--- src/rtl/pong_pkg.sv ---
// Shared Pong display constants: screen geometry, RGB565 colours, renderer FSM states.
// Coordinate widths are fixed by the column/row address buses (X 8 bits, Y 9 bits).
package pong_pkg;

  localparam int SCREEN_W = 240;
  localparam int SCREEN_H = 320;

  localparam int X_W     = 8;
  localparam int Y_W     = 9;
  localparam int BOUND_W = 10;

  localparam logic [15:0] RGB565_WHITE = 16'hFFFF;
  localparam logic [15:0] RGB565_BLACK = 16'h0000;

  typedef enum logic [1:0] {
    IDLE,
    LATCH,
    SCAN,
    DONE
  } render_state_t;

endpackage

--- src/rtl/pong_rect_hit.sv ---
// Combinational point-in-rectangle test; bounds are 10 bits wide so rectangles near
// the screen edge are clipped instead of wrapping round to column/row 0.
module pong_rect_hit
  import pong_pkg::*;
#(
  parameter int WIDTH  = 8,
  parameter int HEIGHT = 8
) (
  input  logic [X_W-1:0] x,
  input  logic [Y_W-1:0] y,
  input  logic [X_W-1:0] left,
  input  logic [Y_W-1:0] top,
  output logic           hit
);

  logic [BOUND_W-1:0] x_ext, y_ext, x_lo, x_hi, y_lo, y_hi;

  always_comb begin
    x_ext = BOUND_W'(x);
    y_ext = BOUND_W'(y);
    x_lo  = BOUND_W'(left);
    y_lo  = BOUND_W'(top);
    x_hi  = x_lo + BOUND_W'(WIDTH - 1);
    y_hi  = y_lo + BOUND_W'(HEIGHT - 1);
    hit   = (x_ext >= x_lo) && (x_ext <= x_hi) && (y_ext >= y_lo) && (y_ext <= y_hi);
  end

endmodule

--- src/rtl/pong_frame_renderer.sv ---
// Raster renderer: one frame per frame_start, first pixel valid 2 cycles after the request.
// A low pixel_ready holds x/y/pixel_data stable and withholds x_enable from the column counter.
module pong_frame_renderer
  import pong_pkg::*;
#(
  parameter int          X_MAX      = SCREEN_W - 1,
  parameter int          Y_MAX      = SCREEN_H - 1,
  parameter int          BALL_SIZE  = 8,
  parameter int          PADDLE_W   = 6,
  parameter int          PADDLE_H   = 40,
  parameter int          PADDLE_L_X = 8,
  parameter int          PADDLE_R_X = 226,
  parameter logic [15:0] FG_COLOUR  = RGB565_WHITE,
  parameter logic [15:0] BG_COLOUR  = RGB565_BLACK
) (
  input  logic           clock,
  input  logic           reset,
  input  logic           frame_start,
  input  logic [X_W-1:0] ball_x,
  input  logic [Y_W-1:0] ball_y,
  input  logic [Y_W-1:0] paddle_l_y,
  input  logic [Y_W-1:0] paddle_r_y,
  input  logic [X_W-1:0] x_addr,
  output logic           x_enable,
  output logic [Y_W-1:0] y_addr,
  output logic [15:0]    pixel_data,
  output logic           pixel_valid,
  input  logic           pixel_ready,
  output logic           busy,
  output logic           frame_done
);

  render_state_t  state, state_nxt;
  logic [X_W-1:0] ball_x_q;
  logic [Y_W-1:0] ball_y_q, paddle_l_y_q, paddle_r_y_q;
  logic           handshake, last_col, last_row;
  logic           hit_ball, hit_left, hit_right;

  assign handshake = (state == SCAN) && pixel_ready;
  assign last_col  = (x_addr == X_W'(X_MAX));
  assign last_row  = (y_addr == Y_W'(Y_MAX));

  pong_rect_hit #(.WIDTH(BALL_SIZE), .HEIGHT(BALL_SIZE)) u_ball (
    .x(x_addr), .y(y_addr), .left(ball_x_q), .top(ball_y_q), .hit(hit_ball)
  );

  pong_rect_hit #(.WIDTH(PADDLE_W), .HEIGHT(PADDLE_H)) u_paddle_l (
    .x(x_addr), .y(y_addr), .left(X_W'(PADDLE_L_X)), .top(paddle_l_y_q), .hit(hit_left)
  );

  pong_rect_hit #(.WIDTH(PADDLE_W), .HEIGHT(PADDLE_H)) u_paddle_r (
    .x(x_addr), .y(y_addr), .left(X_W'(PADDLE_R_X)), .top(paddle_r_y_q), .hit(hit_right)
  );

  always_ff @(posedge clock or posedge reset) begin
    if (reset) begin
      state        <= IDLE;
      y_addr       <= '0;
      ball_x_q     <= '0;
      ball_y_q     <= '0;
      paddle_l_y_q <= '0;
      paddle_r_y_q <= '0;
    end else begin
      state <= state_nxt;
      if (state == LATCH) begin
        ball_x_q     <= ball_x;
        ball_y_q     <= ball_y;
        paddle_l_y_q <= paddle_l_y;
        paddle_r_y_q <= paddle_r_y;
        y_addr       <= '0;
      end else if (handshake && last_col && !last_row) begin
        y_addr <= y_addr + 1'b1;
      end
    end
  end

  // Outside SCAN the pixel bus idles at background so stale positions never leak out.
  always_comb begin
    state_nxt   = state;
    x_enable    = 1'b0;
    pixel_valid = 1'b0;
    pixel_data  = BG_COLOUR;
    busy        = 1'b1;
    frame_done  = 1'b0;
    case (state)
      IDLE: begin
        busy = 1'b0;
        if (frame_start) state_nxt = LATCH;
      end
      LATCH: state_nxt = SCAN;
      SCAN: begin
        pixel_valid = 1'b1;
        x_enable    = pixel_ready;
        pixel_data  = (hit_ball || hit_left || hit_right) ? FG_COLOUR : BG_COLOUR;
        if (handshake && last_col && last_row) state_nxt = DONE;
      end
      DONE: begin
        frame_done = 1'b1;
        state_nxt  = IDLE;
      end
      default: state_nxt = IDLE;
    endcase
  end

endmodule

--- config.mk ---
export PLATFORM = sky130hd
export DESIGN_NAME = pong_frame_renderer
export DESIGN_NICKNAME = d
export VERILOG_FILES = /design/src/rtl/pong_pkg.sv /design/src/rtl/pong_rect_hit.sv /design/src/rtl/pong_frame_renderer.sv
export SDC_FILE = /design/constraint.sdc
export NUM_CORES = 1
export LEC_CHECK = 0
export ABC_AREA = 1
export CORE_MARGIN = 2
export CORE_UTILIZATION = 55
export DETAILED_ROUTE_END_ITERATION = 8
export DONT_BUFFER_PORTS = 1
export HOLD_SLACK_MARGIN = 0.02
export PLACE_DENSITY = 0.7
export SYNTH_ARGS = -nofsm -noshare
export SYNTH_HDL_FRONTEND = slang
export SYNTH_HIERARCHICAL = 1
export SYNTH_SLANG_ARGS = --single-unit
--- constraint.sdc ---
create_clock -name clock -period 7.1 [get_ports clock]
set_input_delay 1.42 -clock clock [delete_from_list [all_inputs] [get_ports clock]]
set_output_delay 1.42 -clock clock [all_outputs]
set_load 0.1 [all_outputs]
Figure 1. Signal wires on met1 (run 1).
Drawn at 4 px/um.
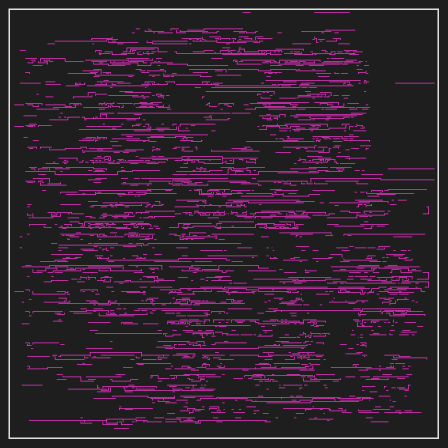
The wires run mostly horizontal. The layer carries 5,800 um of wire.

Figure 2. Cells coloured by instance (run 1).
Drawn at 2 px/um. Other cells in grey.
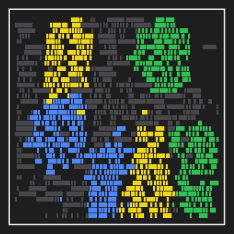
Key: u_paddle_r = green [cells 218]; u_paddle_l = yellow [cells 212]; u_ball = blue [cells 191]
Another 268 cells are not coloured.

==> Slide: Implementation Results, run 1 <==
Run Summary

Status
  • Outcome: complete, no violations

Synth
  • Most common library cells after synthesis: nand2_1 (280), ha_1 (114), inv_1 (110)
  • Top area cell types: ha_1 (25%), dfrtp_1 (20%), nand2_1 (18%)
  • Synthesis area per yosys: 0.00582 mm^2
  • Area share, top type: 0.245
  • FFs w/ async S/R, synth: 1.00
  • Post-synth seq share: 0.198
  • Area fraction in xor and xnor cells: 0.0632
  • Ys cells: 847
  • Simple-Gate Area Share: 0.328
  • Leading area contributor after synthesis: ha_1
  • Distinct cells, synth: 36
  • Post-Syn Area: 0.00582 mm^2
  • Avg Cell Area, Syn: 6.87 um^2
  • Flops out of synthesis: 46
  • Post-Synth Adder-Cell Area: 0.245
  • Synth mux share: 0
  • Dominant comb cell: simple AND/OR/NAND/NOR gates

Placement
  • Placed Cells: 1,017
  • Final GP Congestion: 0.877
  • Dpl ws: 1.55 ns

Drt
  • Iteration-0 DRC Markers: 225
  • # DRC: 0
  • Via Count: 5,124
  • DRT Pass-1 Iters: 4
  • DRT Wirelength: 12,900 um

Final timing
  • Unrepaired setup endpoints after global routing: no
  • Min Hold Slack: 0.482 ns
  • Clock Skews: 0.00549 ns
  • Final setup vio count: 0
  • Post-layout period usage: 0.801
  • Max Slew Vio Count: 0
  • Final setup margin: 1.41 ns
  • Max Freq: 0.176 GHz
  • Setup TNS: 0 ns
  • Final Hold Viols: 0

Floorplanning
  • Placeable Area: 0.0103 mm^2
  • # IOs: 76
  • Die Height: 107 um
  • Die X: 107 um
  • Row count: 37

Pwr
  • Sequential share of power: 0.246
  • Sw Ratio: 0.530
  • Peak supply drop: 0.000195 V
  • Sw Pwr: 1.04 mW
  • Top Consumer: combinational logic
  • Comb group: 1.28 mW
  • Gate power share: 0.652
  • Seq power: 482 uW
  • Total Power: 1.96 mW
  • Clk pwr share: 0.103
  • Clock group power: 201 uW

Worst setup path
  • Reg2reg path depth: 10
  • CP top delay family: buffers and inverters
  • Crit-path slowest cell: buf_12
  • CP Capture Type: output port
  • Crit path max fanout: 15
  • CP startpoint: ball_x_q[0]
  • Worst EP required: 5.68 ns
  • RR Startpoint: state[0]
  • Setup crit end: pixel_data[9]
  • Cells along the critical path: clkinv_1 -> ha_1 -> a21oi_2 -> nand3_1 -> xor2_1 -> ha_1 -> a21o_1 -> a21oi_1 -> a21oi_1 -> nor2_1 -> nand2_1 -> inv_1 -> o31a_2 -> buf_12 -> buf_12
  • Crit-path max cell delay: 1.14 ns
  • Crit path depth: 15
  • WP data arrival: 4.27 ns
  • CP startpoint kind: flop

Worst hold path
  • Hold endpoint: paddle_l_y_q[5]
  • Hold path depth: 2
  • Hold WC Path Type: flop to flop

Global route
  • Overflow after GRT: 0
  • Met2 global-route usage: 0.440
  • Met3 GRT Util: 0.0365
  • GRT Overall Usage: 0.238
  • Largest net degree at the start of global routing: 54
  • First-pass GRT wire length: 22,200 um

Final layout
  • Non-filler cells, final: 1,025
  • Design area: 0.00624 mm^2
  • Commonest Layout Cell: nand2_1
  • P&R area growth vs syn: 7.18%
  • Fillers: 980
  • Share of post-route cells with drive strength above 1: 0.0810

Clock tree
  • H-tree levels: 2
  • Cts bufs inserted: 5
  • # resized after CTS: 0
  • Max clock buf depth: 2
  • Clock Sinks: 46
  • CTS tree: built
  • Latency at later pin: 0.30 ns

Flow run
  • Tool warnings: 36
Figure 3. Track usage over the die (run 1).
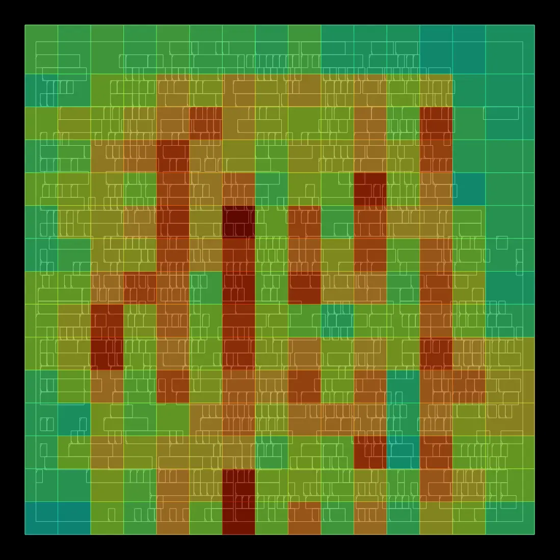
fin util: 0.607
busiest grt layer: met2

-- run 1: routing by layer --
layer | wire [um] | part of all wire
met1 | 5800 | 0.45
met2 | 6490 | 0.50
met3 | 503 | 0.039
met4 | 134 | 0.010
met5 | 0 | 0
-- run 1: state kept, by name, indices dropped and copies added, names as in the netlist --
signal / cells
paddle_l_y_q: 9
ball_y_q: 9
ball_x_q: 8
state: 2
y_addr: 9
paddle_r_y_q: 9
-- run 1: cell type report --
type	instances	area [um^2]	share of cell area
multi-input combinational	697	4210	0.675
sequential	46	1150	0.185
inverter	125	469	0.0752
tap	136	170	0.0273
timing repair buffer	13	123	0.0197
clock buffer	5	68.8	0.0110
clock inverter	3	43.8	0.00702
Figure 4. Layout detail (run 1).
Region (14, 68) to (39, 93) um. Cells in grey, sequential cells in the stronger grey; small squares are vias.
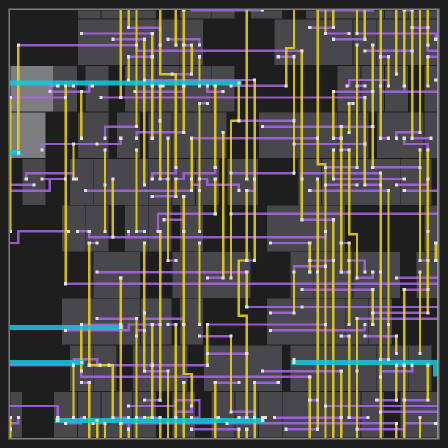

## Run 2: what changed since run 1
clock period = 5.3 ns   (was 7.1 ns; I/O delays follow)
Figure 5. Layout detail (run 2).
Region (14, 68) to (39, 93) um. Cells in grey, sequential cells in the stronger grey; small squares are vias.
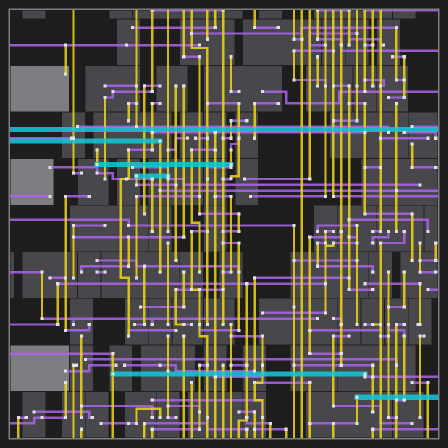
Key: M2 = yellow; M3 = cyan; M1 = purple
66 logic cells have their middle in the window. Most frequent: nand2_1 (21), inv_1 (11), ha_1 (10). Sequential cells in the window: 0.

==> Slide: Implementation Results, run 2 <==
Run Summary

Status
  • Outcome: complete, no violations

Pwr
  • Peak supply drop: 0.000392 V (+100%)
  • Comb group: 1.74 mW (+36%)
  • Clock group power: 239 uW (+19%)
  • Clk pwr share: 0.091 (-0.012)
  • Sequential share of power: 0.245 (about the same)
  • Total Power: 2.62 mW (+34%)

Synth
  • FFs w/ async S/R, synth: 1.00 (unchanged)
  • Avg Cell Area, Syn: 6.87 um^2 (unchanged)
  • Area fraction in xor and xnor cells: 0.0632 (unchanged)
  • Area share, top type: 0.245 (unchanged)
  • Most common library cells after synthesis: nand2_1 (280), ha_1 (114), inv_1 (110)
  • Post-synth seq share: 0.198 (unchanged)

Final timing
  • Final setup margin: 0.206 ns (-1.21 ns)
  • Final setup vio count: 0 (unchanged)
  • Max Freq: 0.196 GHz

Global route
  • Busiest grt layer: met2
  • Overflow after GRT: 0 (unchanged)
  • Largest net degree at the start of global routing: 54 (unchanged)

Worst setup path
  • Reg2reg path depth: 10 (unchanged)
  • Crit-path max cell delay: 1.03 ns (-0.11 ns)
  • Setup crit end: pixel_data[9]
  • Crit path depth: 15 (unchanged)
  • Crit-path slowest cell: buf_16

Clock tree
  • H-tree levels: 2 (unchanged)
  • Clock Sinks: 46 (unchanged)
  • # resized after CTS: 0 (unchanged)

Final layout
  • P&R area growth vs syn: 7.82%
  • Fin util: 0.611 (+0.00365)

Placement
  • Placed Cells: 1,018 (+0.098%)
  • Final GP Congestion: 0.893 (+1.9%)

Worst hold path
  • Hold endpoint: paddle_l_y_q[5]

Drt
  • DRT Pass-1 Iters: 7 (+3)

Floorplanning
  • Row count: 37 (unchanged)
  • # IOs: 76 (unchanged)
Figure 6. Signal wires on met1 (run 2).
Drawn at 4 px/um.
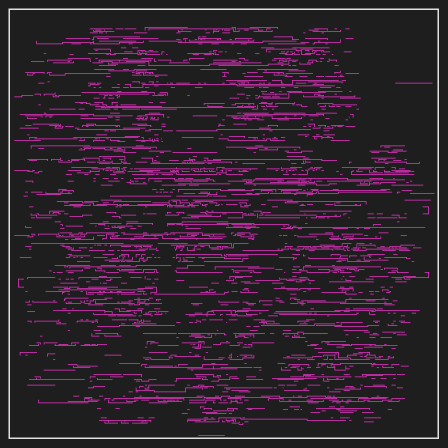
The wires run mostly horizontal. The layer carries 5,810 um of wire. 957 nets have wire on it. The longest straight run is 38.2 um. The layer holds 45% of the routed length.

-- run 2: netlist changes by cell type in the layout (fill, tap and decap cells not counted), sizes merged --
cell	delta
clkinvlp	+1
clkinv	-1
clkbuf	+1
buf	+4
bufinv	-1
-- run 2: area by class of cell --
class / count / share of cell area
Multi-Input combinational cell: 697 / 0.672
Inverter: 125 / 0.0748
Timing Repair Buffer: 17 / 0.0267
Sequential cell: 46 / 0.183
Clock inverter: 2 / 0.00259
Clock buffer: 6 / 0.0132
Tap cell: 136 / 0.0271
-- run 2: worst register-to-register path: stages, from the launching register on --
cell	delay (ns)
dfrtp_1	0.43
inv_1	0.12
ha_1	0.16
buf_4	0.32
nand2_1	0.11
inv_2	0.40
nand2_2	0.13
nor2_4	0.14
nor2b_2	0.38
nand3_1	0.13
nand2_1	0.09
No activity file was given, so power comes from the tool's default toggle rates.
